===== config.mk =====
export PLATFORM = sky130hd
export DESIGN_NAME = uart_debug_responder
export DESIGN_NICKNAME = d
export VERILOG_FILES = /design/src/rtl/uart_debug_responder.sv
export SDC_FILE = /design/constraint.sdc
export NUM_CORES = 1
export LEC_CHECK = 0
export CAP_MARGIN = 20
export CORE_MARGIN = 5
export CORE_UTILIZATION = 56
export CTS_CLUSTER_DIAMETER = 120
export DETAILED_ROUTE_END_ITERATION = 7
export PLACE_DENSITY = 0.82
export SLEW_MARGIN = 20
export SYNTH_ARGS = -nofsm -noshare
export SYNTH_HDL_FRONTEND = slang
export SYNTH_SLANG_ARGS = --single-unit
export TNS_END_PERCENT = 10

===== constraint.sdc =====
create_clock -name clock -period 10.8 [get_ports clock]
set_clock_uncertainty 0.1 [all_clocks]
set_input_delay 2.16 -clock clock [delete_from_list [all_inputs] [get_ports clock]]
set_output_delay 2.16 -clock clock [all_outputs]
set_load 0.01 [all_outputs]

===== src/rtl/uart_debug_responder.sv =====
// uart_debug_responder
// Byte-level debug command responder between a UART rx/tx pair and the CPU
// memory bus. The host sends 'W' <addr x4> <data x4> or 'R' <addr x4>, both
// little-endian. The block performs one 32-bit bus access per command.
// It answers ACK_BYTE for a write, four read-data bytes (LSB first) for a
// read, and NAK_BYTE for an unknown opcode.
// Optional feature: define UART_DEBUG_CHECKSUM_EN to require a trailing XOR
// checksum byte (opcode ^ all payload bytes). A bad checksum is answered
// with NAK_BYTE and no bus access is made.
module uart_debug_responder #(
    parameter logic [24:0] TIMEOUT_CYCLES = 25'd24_000_000,
    parameter logic [7:0]  ACK_BYTE       = 8'h06,
    parameter logic [7:0]  NAK_BYTE       = 8'h15
) (
    input  logic        clock,
    input  logic        reset,
    input  logic        rx_valid,
    input  logic [7:0]  rx_data,
    input  logic        tx_ready,
    output logic        tx_run,
    output logic [7:0]  tx_data,
    output logic        mem_req,
    output logic        mem_we,
    output logic [31:0] mem_addr,
    output logic [31:0] mem_wdata,
    input  logic [31:0] mem_rdata,
    input  logic        mem_ready
);

    localparam logic [7:0] OP_WRITE = 8'h57;  // 'W'
    localparam logic [7:0] OP_READ  = 8'h52;  // 'R'

    typedef enum logic [2:0] {
        S_IDLE,
        S_ADDR,
        S_DATA,
`ifdef UART_DEBUG_CHECKSUM_EN
        S_CSUM,
`endif
        S_BUS,
        S_RESP
    } state_t;

    state_t      r_state;
    logic        r_is_write;     // latched opcode: 1 = 'W', 0 = 'R'
    logic [1:0]  r_byte_cnt;     // payload byte index within the current word
    logic [24:0] r_timeout;      // inter-byte idle countdown
    logic [31:0] r_addr;
    logic [31:0] r_wdata;
    logic [31:0] r_resp_shift;   // response bytes, sent from bit 0 upward
    logic [2:0]  r_resp_left;    // response bytes still to send
    logic        r_mem_req;
    logic        r_mem_we;
    logic        r_tx_run;
    logic [7:0]  r_tx_data;
`ifdef UART_DEBUG_CHECKSUM_EN
    logic [7:0]  r_csum;         // running XOR of opcode and payload
`endif

    logic w_last_byte;
    logic w_timed_out;
    logic w_tx_slot;

    // Decode helpers shared by several states
    always_comb begin
        w_last_byte = (r_byte_cnt == 2'd3);
        w_timed_out = (r_timeout == 25'd0);
        // A pulse is never issued in the cycle right after another one,
        // which guarantees at least two cycles between tx_run pulses.
        w_tx_slot   = tx_ready && !r_tx_run;
    end

    // Command FSM with all outputs registered
    // NOTE: the reset branch is asynchronous, so mem_req and tx_run fall the
    // moment reset rises instead of waiting for the next clock edge.
    always_ff @(posedge clock or posedge reset) begin
        if (reset) begin
            r_state      <= S_IDLE;
            r_is_write   <= 1'b0;
            r_byte_cnt   <= 2'd0;
            r_timeout    <= 25'd0;
            r_addr       <= 32'd0;
            r_wdata      <= 32'd0;
            r_resp_shift <= 32'd0;
            r_resp_left  <= 3'd0;
            r_mem_req    <= 1'b0;
            r_mem_we     <= 1'b0;
            r_tx_run     <= 1'b0;
            r_tx_data    <= 8'd0;
`ifdef UART_DEBUG_CHECKSUM_EN
            r_csum       <= 8'd0;
`endif
        end else begin
            // NOTE: state uses non-blocking assignments only. The default
            // below is overridden later in the same block by the RESP
            // branch, which keeps tx_run a one-cycle pulse.
            r_tx_run <= 1'b0;

            case (r_state)
                S_IDLE: begin
                    if (rx_valid) begin
                        r_byte_cnt <= 2'd0;
                        r_timeout  <= TIMEOUT_CYCLES;
`ifdef UART_DEBUG_CHECKSUM_EN
                        r_csum     <= rx_data;
`endif
                        if (rx_data == OP_WRITE || rx_data == OP_READ) begin
                            r_is_write <= (rx_data == OP_WRITE);
                            r_state    <= S_ADDR;
                        end else begin
                            r_resp_shift <= {24'd0, NAK_BYTE};
                            r_resp_left  <= 3'd1;
                            r_state      <= S_RESP;
                        end
                    end
                end

                S_ADDR: begin
                    if (rx_valid) begin
                        // Little-endian: each new byte enters at the top, so
                        // after four bytes the first one is at bits [7:0].
                        r_addr     <= {rx_data, r_addr[31:8]};
                        r_byte_cnt <= r_byte_cnt + 2'd1;
                        r_timeout  <= TIMEOUT_CYCLES;
`ifdef UART_DEBUG_CHECKSUM_EN
                        r_csum     <= r_csum ^ rx_data;
`endif
                        if (w_last_byte) begin
                            if (r_is_write) begin
                                r_state <= S_DATA;
                            end else begin
`ifdef UART_DEBUG_CHECKSUM_EN
                                r_state <= S_CSUM;
`else
                                r_state <= S_BUS;
`endif
                            end
                        end
                    end else if (w_timed_out) begin
                        r_state <= S_IDLE;
                    end else begin
                        r_timeout <= r_timeout - 25'd1;
                    end
                end

                S_DATA: begin
                    if (rx_valid) begin
                        r_wdata    <= {rx_data, r_wdata[31:8]};
                        r_byte_cnt <= r_byte_cnt + 2'd1;
                        r_timeout  <= TIMEOUT_CYCLES;
`ifdef UART_DEBUG_CHECKSUM_EN
                        r_csum     <= r_csum ^ rx_data;
`endif
                        if (w_last_byte) begin
`ifdef UART_DEBUG_CHECKSUM_EN
                            r_state <= S_CSUM;
`else
                            r_state <= S_BUS;
`endif
                        end
                    end else if (w_timed_out) begin
                        r_state <= S_IDLE;
                    end else begin
                        r_timeout <= r_timeout - 25'd1;
                    end
                end

`ifdef UART_DEBUG_CHECKSUM_EN
                S_CSUM: begin
                    if (rx_valid) begin
                        r_timeout <= TIMEOUT_CYCLES;
                        if (rx_data == r_csum) begin
                            r_state <= S_BUS;
                        end else begin
                            r_resp_shift <= {24'd0, NAK_BYTE};
                            r_resp_left  <= 3'd1;
                            r_state      <= S_RESP;
                        end
                    end else if (w_timed_out) begin
                        r_state <= S_IDLE;
                    end else begin
                        r_timeout <= r_timeout - 25'd1;
                    end
                end
`endif

                S_BUS: begin
                    // The first BUS cycle raises the request. The address,
                    // data and direction are already frozen, so they stay
                    // stable for the whole request. There is no timeout:
                    // the bus owns the handshake.
                    if (!r_mem_req) begin
                        r_mem_req <= 1'b1;
                        r_mem_we  <= r_is_write;
                    end else if (mem_ready) begin
                        r_mem_req <= 1'b0;
                        r_mem_we  <= 1'b0;
                        if (r_is_write) begin
                            r_resp_shift <= {24'd0, ACK_BYTE};
                            r_resp_left  <= 3'd1;
                        end else begin
                            r_resp_shift <= mem_rdata;
                            r_resp_left  <= 3'd4;
                        end
                        r_state <= S_RESP;
                    end
                end

                S_RESP: begin
                    if (w_tx_slot) begin
                        r_tx_run     <= 1'b1;
                        r_tx_data    <= r_resp_shift[7:0];
                        r_resp_shift <= {8'd0, r_resp_shift[31:8]};
                        r_resp_left  <= r_resp_left - 3'd1;
                        if (r_resp_left == 3'd1) begin
                            r_state <= S_IDLE;
                        end
                    end
                end

                default: begin
                    r_state <= S_IDLE;
                end
            endcase
        end
    end

    // Registered outputs driven straight from state registers
    always_comb begin
        tx_run    = r_tx_run;
        tx_data   = r_tx_data;
        mem_req   = r_mem_req;
        mem_we    = r_mem_we;
        mem_addr  = r_addr;
        mem_wdata = r_wdata;
    end

endmodule

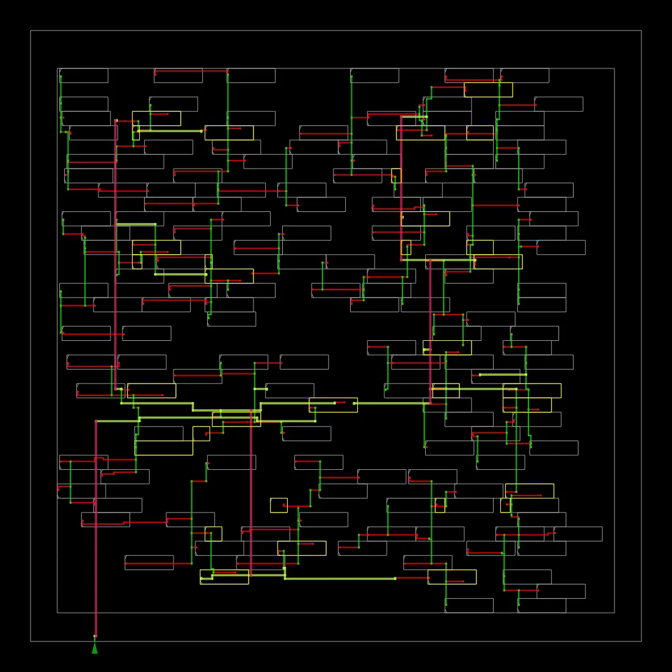
Figure 1: run 1, clock wiring as the flow saved it.
Late-Pin Clk Latency: 420 ps
CTS sink count: 141
Clk. pwr: 0.576 mW

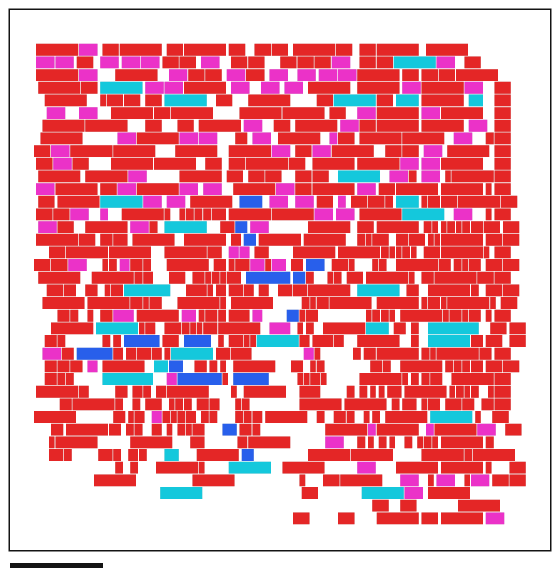
Figure 2: run 1, drive-strength map.
Scale bar: 20 um.
[cyan] _6 and larger | cells: 26 | share: 3.9% | most used: clkbuf_16
[red] _0 and _1 cells | cells: 531 | share: 80% | most used: dfrtp_1
[blue] _3 and _4 cells | cells: 15 | share: 2.3% | most used: buf_4
[magenta] _2 cells | cells: 90 | share: 14% | most used: mux2_2
buffers outside the clock class: 125
Area Growth Syn to Fin: 29.98%
worst setup margin: 6572 ps
design area: 0.008175 mm2

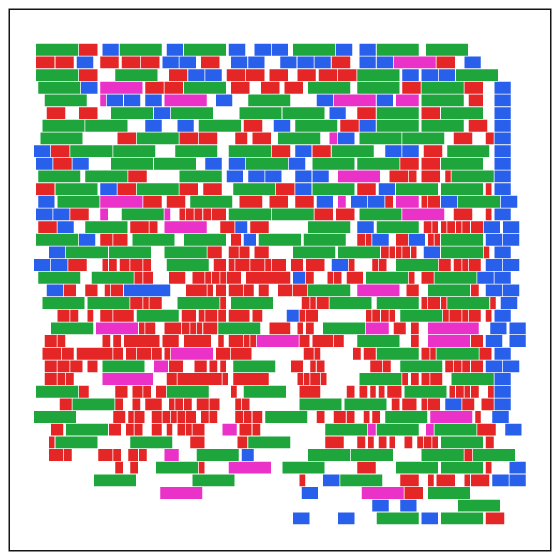
Figure 3: run 1, cell classes on the final placement.
[magenta] clock drivers and dummy loads | cells: 32 | share of their area: 7.3%
[red] combinational and other logic | cells: 364 | share of their area: 33%
[green] flops | cells: 141 | share of their area: 44%
[blue] other buffers and delay cells | cells: 125 | share of their area: 16%
Core Area: 0.01094 mm2
Placement Rows: 38
sequential share of cell area: 43.16%
Final Util: 74.76%

==> impl_metrics.yaml, run 1 <==
# physical design summary
power_and_ir_drop:
  switching_share_pct: 34.37
  combPwrFrac_pct: 37.5
  maxPowerGroup: "combinational logic"
  fin_total_pwr_mw: 2.220
  seq_power_share_pct: 36.6
  p_leak_nw: 3.422
  internal-power_mw: 1.457
critical_path:
  worst-r2r-cell-count: 7
  cp-startpoint: "rx_data[2]"
  cp.depth: 6
  crit_slowest_cell: "clkdlybuf4s50_1"
  worst_setup_path_start_kind: "input port"
  r2r_end: "r_timeout[12]$_DFFE_PP0P_"
  timing.critical_path.arrival_ps: 4390
  path_buffers: 2
  endpoint: "r_resp_shift[22]$_DFFE_PP0P_"
  crit_fanout: 69
  endpoint_kind: "flip-flop"
layout:
  fin_cells: 802
  clock_area_share_pct: 7.163
  final_nets: 699
  flop_area_mm2: 0.003528
  dominant_cells: "sequential cells"
  sh_comb_area_pct: 31.60
  buffer_area_share_pct: 15.37
  inv_count: 11
placed_design:
  dp_cells: 769
yosys:
  synth_cells: 535
  most_common_cell: "dfrtp_1"
  synth.avg_cell_area_um2: 11.76
  syn_nets: 585
  top_logic_kind: "AND-OR/OR-AND gates"
  synth_top_area_share_pct: 56.10
  adder_share_pct: 0.9946
  yosys_warnings: 0
  synth-edff-count: 0
  ys_chip_area_mm2: 0.006290
timing:
  fin_crit_ps: 4228
  setup_violations: 0
  setup_tns_ps: 0
  holdWs_ps: 375.3
  grt_setup_unrepaired: "false"
  fmax_mhz: 236.5
die:
  chipWidth_um: 116.0
  die_area_mm2: 0.01345
  die_h_um: 116.0
global_routing:
  grt_pass1_vias: 4855
routing:
  drt-initial-drc-count: 548
  detail-route-antenna-nets: 0
  drc: 0
  firstDrtPassIters: 5
  wirelength_um: 15520
run_status:
  status: "completed"
min_path:
  min_path_type: "reg2reg"
  holdPathStages: 1
  hold_path_end: "r_resp_shift[1]$_DFFE_PP0P_"
cts:
  clk_pin_slew_ps: 60
flow_run:
  cap_viol_max_count: 0
[run 1: cells in the final DEF (no fill, tap or decap), types with 8 or more instances in the layout]
master,instances
a21oi_1,18
a22oi_1,20
clkbuf_16,17
clkdlybuf4s50_1,119
dfrtp_1,141
inv_1,10
mux2_2,72
nand2_1,57
nor2_1,16
o21ai_0,36
o21ai_1,16
o31ai_1,11
or3_1,8
or4_1,8
[run 1: metal layers]
| metal | up-vias | global-route usage [%] | routed length [um] |
|---|---|---|---|
| met4 | 0 | 8.662 | 300 |
| li1 | 2180 | - | - |
| met5 | - | 0 | 0 |
| met2 | 180 | 39.39 | 8021 |
| met1 | 2384 | 30.16 | 6294 |
| met3 | 28 | 5.744 | 902 |
Figure 4. Clock distribution (run 1).
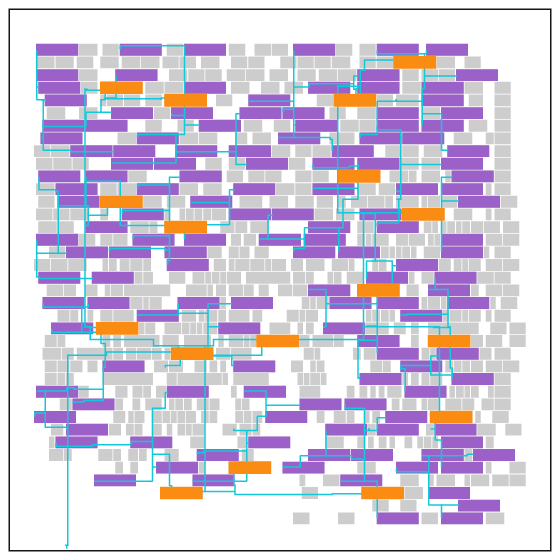

==> run 2, diff against run 1 <==
CORE_UTILIZATION = 52   (was 56)
PLACE_DENSITY = 0.77   (was 0.82)
clock period = 4.35 ns   (was 10.8 ns; I/O delays follow)
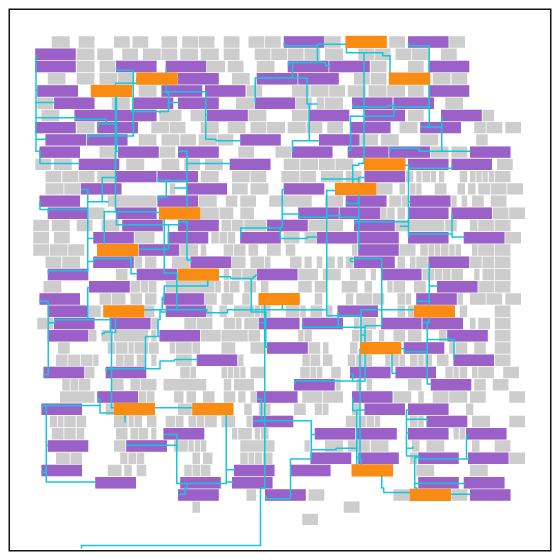
Figure 5: run 2, clock distribution.
[orange] clock drivers | count: 17
[cyan] clock wires | length: 1640 um
[purple] flip-flops | count: 141
flops lie: widely spread
Clk. pwr: 1.48 mW
Clk pwr share: 26.7%

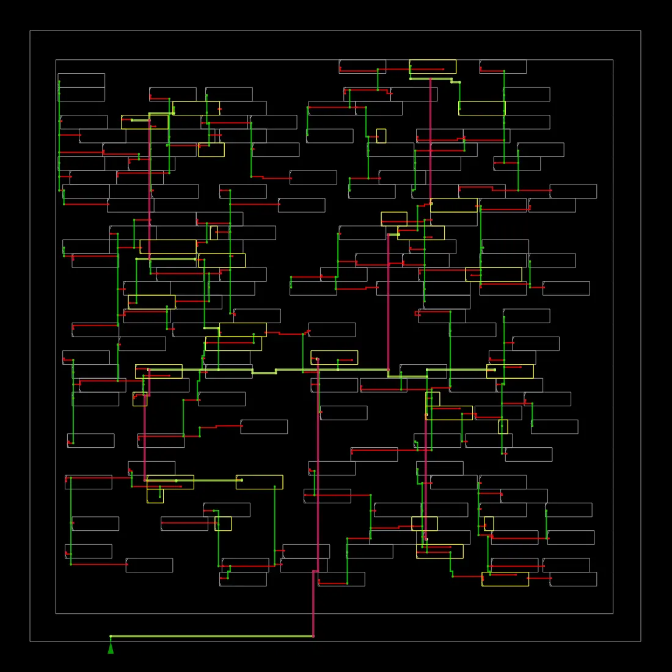
Figure 6: run 2, clock wiring as the flow saved it.
CLK BUF: 21
total CTS buffers: 17

==> impl_metrics.yaml, run 2 <==
# physical design summary
run_status:
  status: "completed"
critical_path:
  endpoint: "r_resp_left[2]$_DFFE_PP0P_"
  r2r_end: "r_resp_left[2]$_DFFE_PP0P_"
  path_buffers: 2
  endpoint_kind: "flip-flop"
  crit_slowest_cell: "clkdlybuf4s50_1"
  worst_setup_path_start_kind: "input port"
  cp-startpoint: "rx_valid"
  worst-r2r-cell-count: 6
  crit_fanout: 69
  timing.critical_path.arrival_ps: 3100
yosys:
  synth-edff-count: 0
  most_common_cell: "dfrtp_1"
  synth.avg_cell_area_um2: 11.76
  syn_nets: 585
  yosys_warnings: 0
  ys_chip_area_mm2: 0.006290
  synth_cells: 535
flow_run:
  cap_viol_max_count: 0
layout:
  finalInstanceArea_mm2: 0.008193
  area_growth_pct: 30.26
  lay_top_count: "dfrtp_1"
  final_cell_mix: "dfrtp_1, clkdlybuf4s50_1, mux2_2"
  sh_comb_area_pct: 31.44
  final_nets: 701
  n_all_buffers: 127
  inv_count: 11
  sh_seq_area_pct: 43.07
  flop_area_mm2: 0.003528
  buffer_area_share_pct: 15.27
routing:
  drt-initial-drc-count: 417
  met3_length_um: 823
  firstDrtPassIters: 6
  wirelength_um: 14750
  highest_layer: "met4"
  dr_wl_met2_um: 7230
  met1_length_um: 6407
power_and_ir_drop:
  p_leak_nw: 3.419
  fin_total_pwr_mw: 5.541
  combPwrFrac_pct: 37.2
  seq_power_share_pct: 36.2
timing:
  grt_setup_unrepaired: "false"
  setup_ws_ps: 1426
  setup_violations: 0
  fin_crit_ps: 2924
  fmax_mhz: 342.0
  setup_tns_ps: 0
global_routing:
  gr-usage-met3_pct: 5.844
  gr-usage-met1_pct: 27.92
  grt_pass1_vias: 4835
  top_usage_layer: "met2"
  grt_use_met2_pct: 34.11
die:
  coreArea_mm2: 0.01191
  die_area_mm2: 0.01440
  row_count: 40
  die_h_um: 120.0
min_path:
  min_path_type: "reg2reg"
  holdPathStages: 1
cts:
  cts_num_sinks: 141
  clkLatencyLatePin_ps: 420
  clk_pin_slew_ps: 60
placed_design:
  dp_cells: 779
==> run 2: cell types whose count changed in the layout (fill, tap and decap cells not counted) <==
cell | previous run | this run
buf_4 | 5 | 8
clkinvlp_4 | 0 | 3
clkinv_2 | 5 | 3
inv_6 | 3 | 1
a21oi_1 | 18 | 19
a21oi_2 | 1 | 0
buf_16 | 1 | 0
bufinv_16 | 2 | 3
clkbuf_1 | 2 | 1
o21ai_1 | 16 | 17
o21ai_2 | 1 | 0
==> run 2: cell families (layout without fill, tap and decap cells) <==
kind of cell | Yosys count | in the layout | share of synthesized area (%)
fa+ha+maj | 5 | 5 | 0.9946
buf+inv | 41 | 169 | 3.223
mux | 73 | 73 | 13.05
xor+xnor | 4 | 4 | 0.5569
compound gates | 129 | 129 | 13.59
flops | 141 | 141 | 56.10
simple gates | 142 | 142 | 12.49
Figure 7. Cell classes on the final placement (run 2).
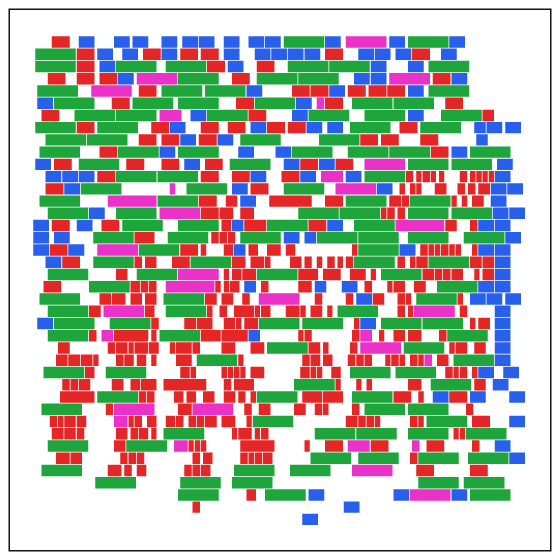

==> run 3, diff against run 2 <==
CORE_UTILIZATION = 47   (was 52)
PLACE_DENSITY = 0.73   (was 0.77)
clock period = 2.4 ns   (was 4.35 ns; I/O delays follow)
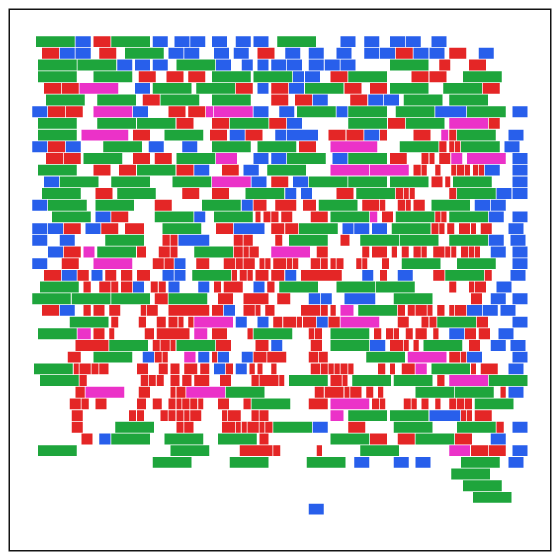
Figure 8: run 3, cell classes on the final placement.
[red] combinational and other logic | cells: 364 | share of their area: 31%
[magenta] clock drivers and dummy loads | cells: 32 | share of their area: 7.1%
[green] flops | cells: 141 | share of their area: 42%
[blue] other buffers and delay cells | cells: 160 | share of their area: 19%
design area: 0.008532 mm2
Final Util: 64.68%
Placement Rows: 42
sequential share of cell area: 41.36%
Core Area: 0.01319 mm2

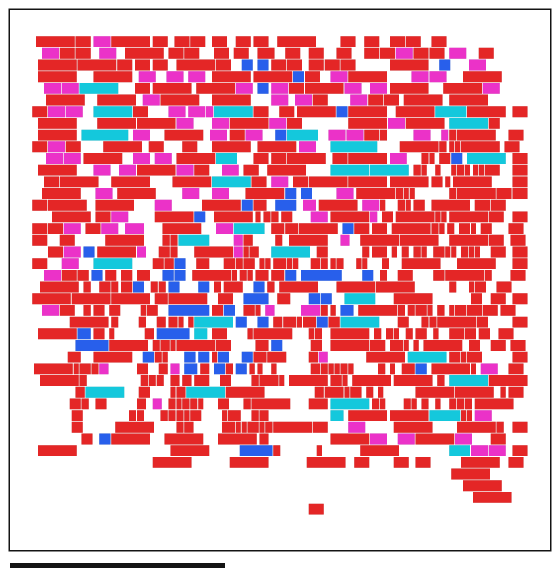
Figure 9: run 3, drive-strength map.
Scale bar: 50 um.
[red] _0 and _1 cells | cells: 531 | share: 76% | most used: dfrtp_1
[cyan] _6 and larger | cells: 29 | share: 4.2% | most used: clkbuf_16
[blue] _3 and _4 cells | cells: 50 | share: 7.2% | most used: buf_4
[magenta] _2 cells | cells: 87 | share: 12% | most used: mux2_2
buffers outside the clock class: 160
worst setup margin: 126.0 ps
Area Growth Syn to Fin: 35.65%

==> impl_metrics.yaml, run 3 <==
# physical design summary
layout:
  final_nets: 734
  fin_cells: 873
  flop_area_mm2: 0.003528
  lay_top_count: "dfrtp_1"
  final_cell_mix: "dfrtp_1, clkdlybuf4s50_1, mux2_2"
yosys:
  syn_nets: 585
  adder_share_pct: 0.9946
  synth.avg_cell_area_um2: 11.76
  most_common_cell: "dfrtp_1"
  ys_chip_area_mm2: 0.006290
  synth-main-ff-cell: "dfrtp_1"
  mux_area_share_pct: 13.05
  yosys_warnings: 0
  top_logic_kind: "AND-OR/OR-AND gates"
  synthXorXnorAreaFrac_pct: 0.5570
  synthAoiAreaFrac_pct: 13.59
  synth_cells: 535
  simple_gate_share_pct: 12.49
  synth_top_area_share_pct: 56.10
  synth-edff-count: 0
power_and_ir_drop:
  p_leak_nw: 3.589
  clkPwrFrac_pct: 25.3
  maxPowerGroup: "combinational logic"
  seq_power_share_pct: 35.6
  switching_share_pct: 33.89
  powerClk_mw: 2.59
  combPwrFrac_pct: 39.2
  fin_total_pwr_mw: 10.25
  seq-power_mw: 3.64
routing:
  met3_length_um: 817
  drt-initial-drc-count: 305
  wirelength_um: 15250
  drc: 0
  highest_layer: "met4"
  detail-route-antenna-nets: 0
  firstDrtPassIters: 5
  met1_length_um: 6672
  dr_wl_met2_um: 7521
critical_path:
  cp-startpoint: "rx_data[7]"
  endpoint: "r_resp_shift[25]$_DFFE_PP0P_"
  timing.critical_path.arrival_ps: 2460
  crit_fanout: 31
  r2r_end: "r_timeout[11]$_DFFE_PP0P_"
  worst_setup_path_start_kind: "input port"
  worst-r2r-cell-count: 5
  endpoint_kind: "flip-flop"
die:
  die_area_mm2: 0.01580
  die_h_um: 125.7
  chipWidth_um: 125.7
cts:
  cts_max_level: 4
  clk_pin_slew_ps: 60
  cts_buffers: 17
  clkLatencyLatePin_ps: 420
  cts_num_sinks: 141
global_routing:
  grt_use_met2_pct: 32.95
  top_usage_layer: "met2"
  gr-usage-met1_pct: 25.67
  gr-usage-met3_pct: 6.139
  grt_pass1_vias: 5033
timing:
  setup_violations: 0
  grt_setup_unrepaired: "false"
  fin_crit_ps: 2274
  fmax_mhz: 439.8
placed_design:
  dp_cells: 841
min_path:
  min_path_type: "in2async"
flow_run:
  cap_viol_max_count: 0
run_status:
  status: "completed"
## run 3: worst max-delay path, stage by stage
cell             delay (ps)
clkdlybuf4s50_1         430
nand4bb_1               260
or4b_4                  590
o221ai_4                220
buf_4                   320
o21ai_0                 150
## run 3: metrics by stage
step	instance area, um2	setup TNS (ps)	hold WS [ps]	util [%]
after floorplan	6294	0	345.4	-
after global placement	7939	-6421	363.0	60.19
after detailed placement	7939	-9159	373.0	60.19
after CTS	8532	0	297.7	64.68
after global routing	8532	0	316.6	64.68
final	8532	0	299.3	64.68
## run 3: final cells by class
type | instances | area share, %
sequential | 141 | 41.36
multi-input combinational | 353 | 30.14
timing repair buffer | 160 | 18.45
clock buffer | 19 | 5.309
tap | 176 | 2.581
clock inverter | 13 | 1.642
inverter | 11 | 0.5279
Power is estimated from default activity; no workload was simulated.
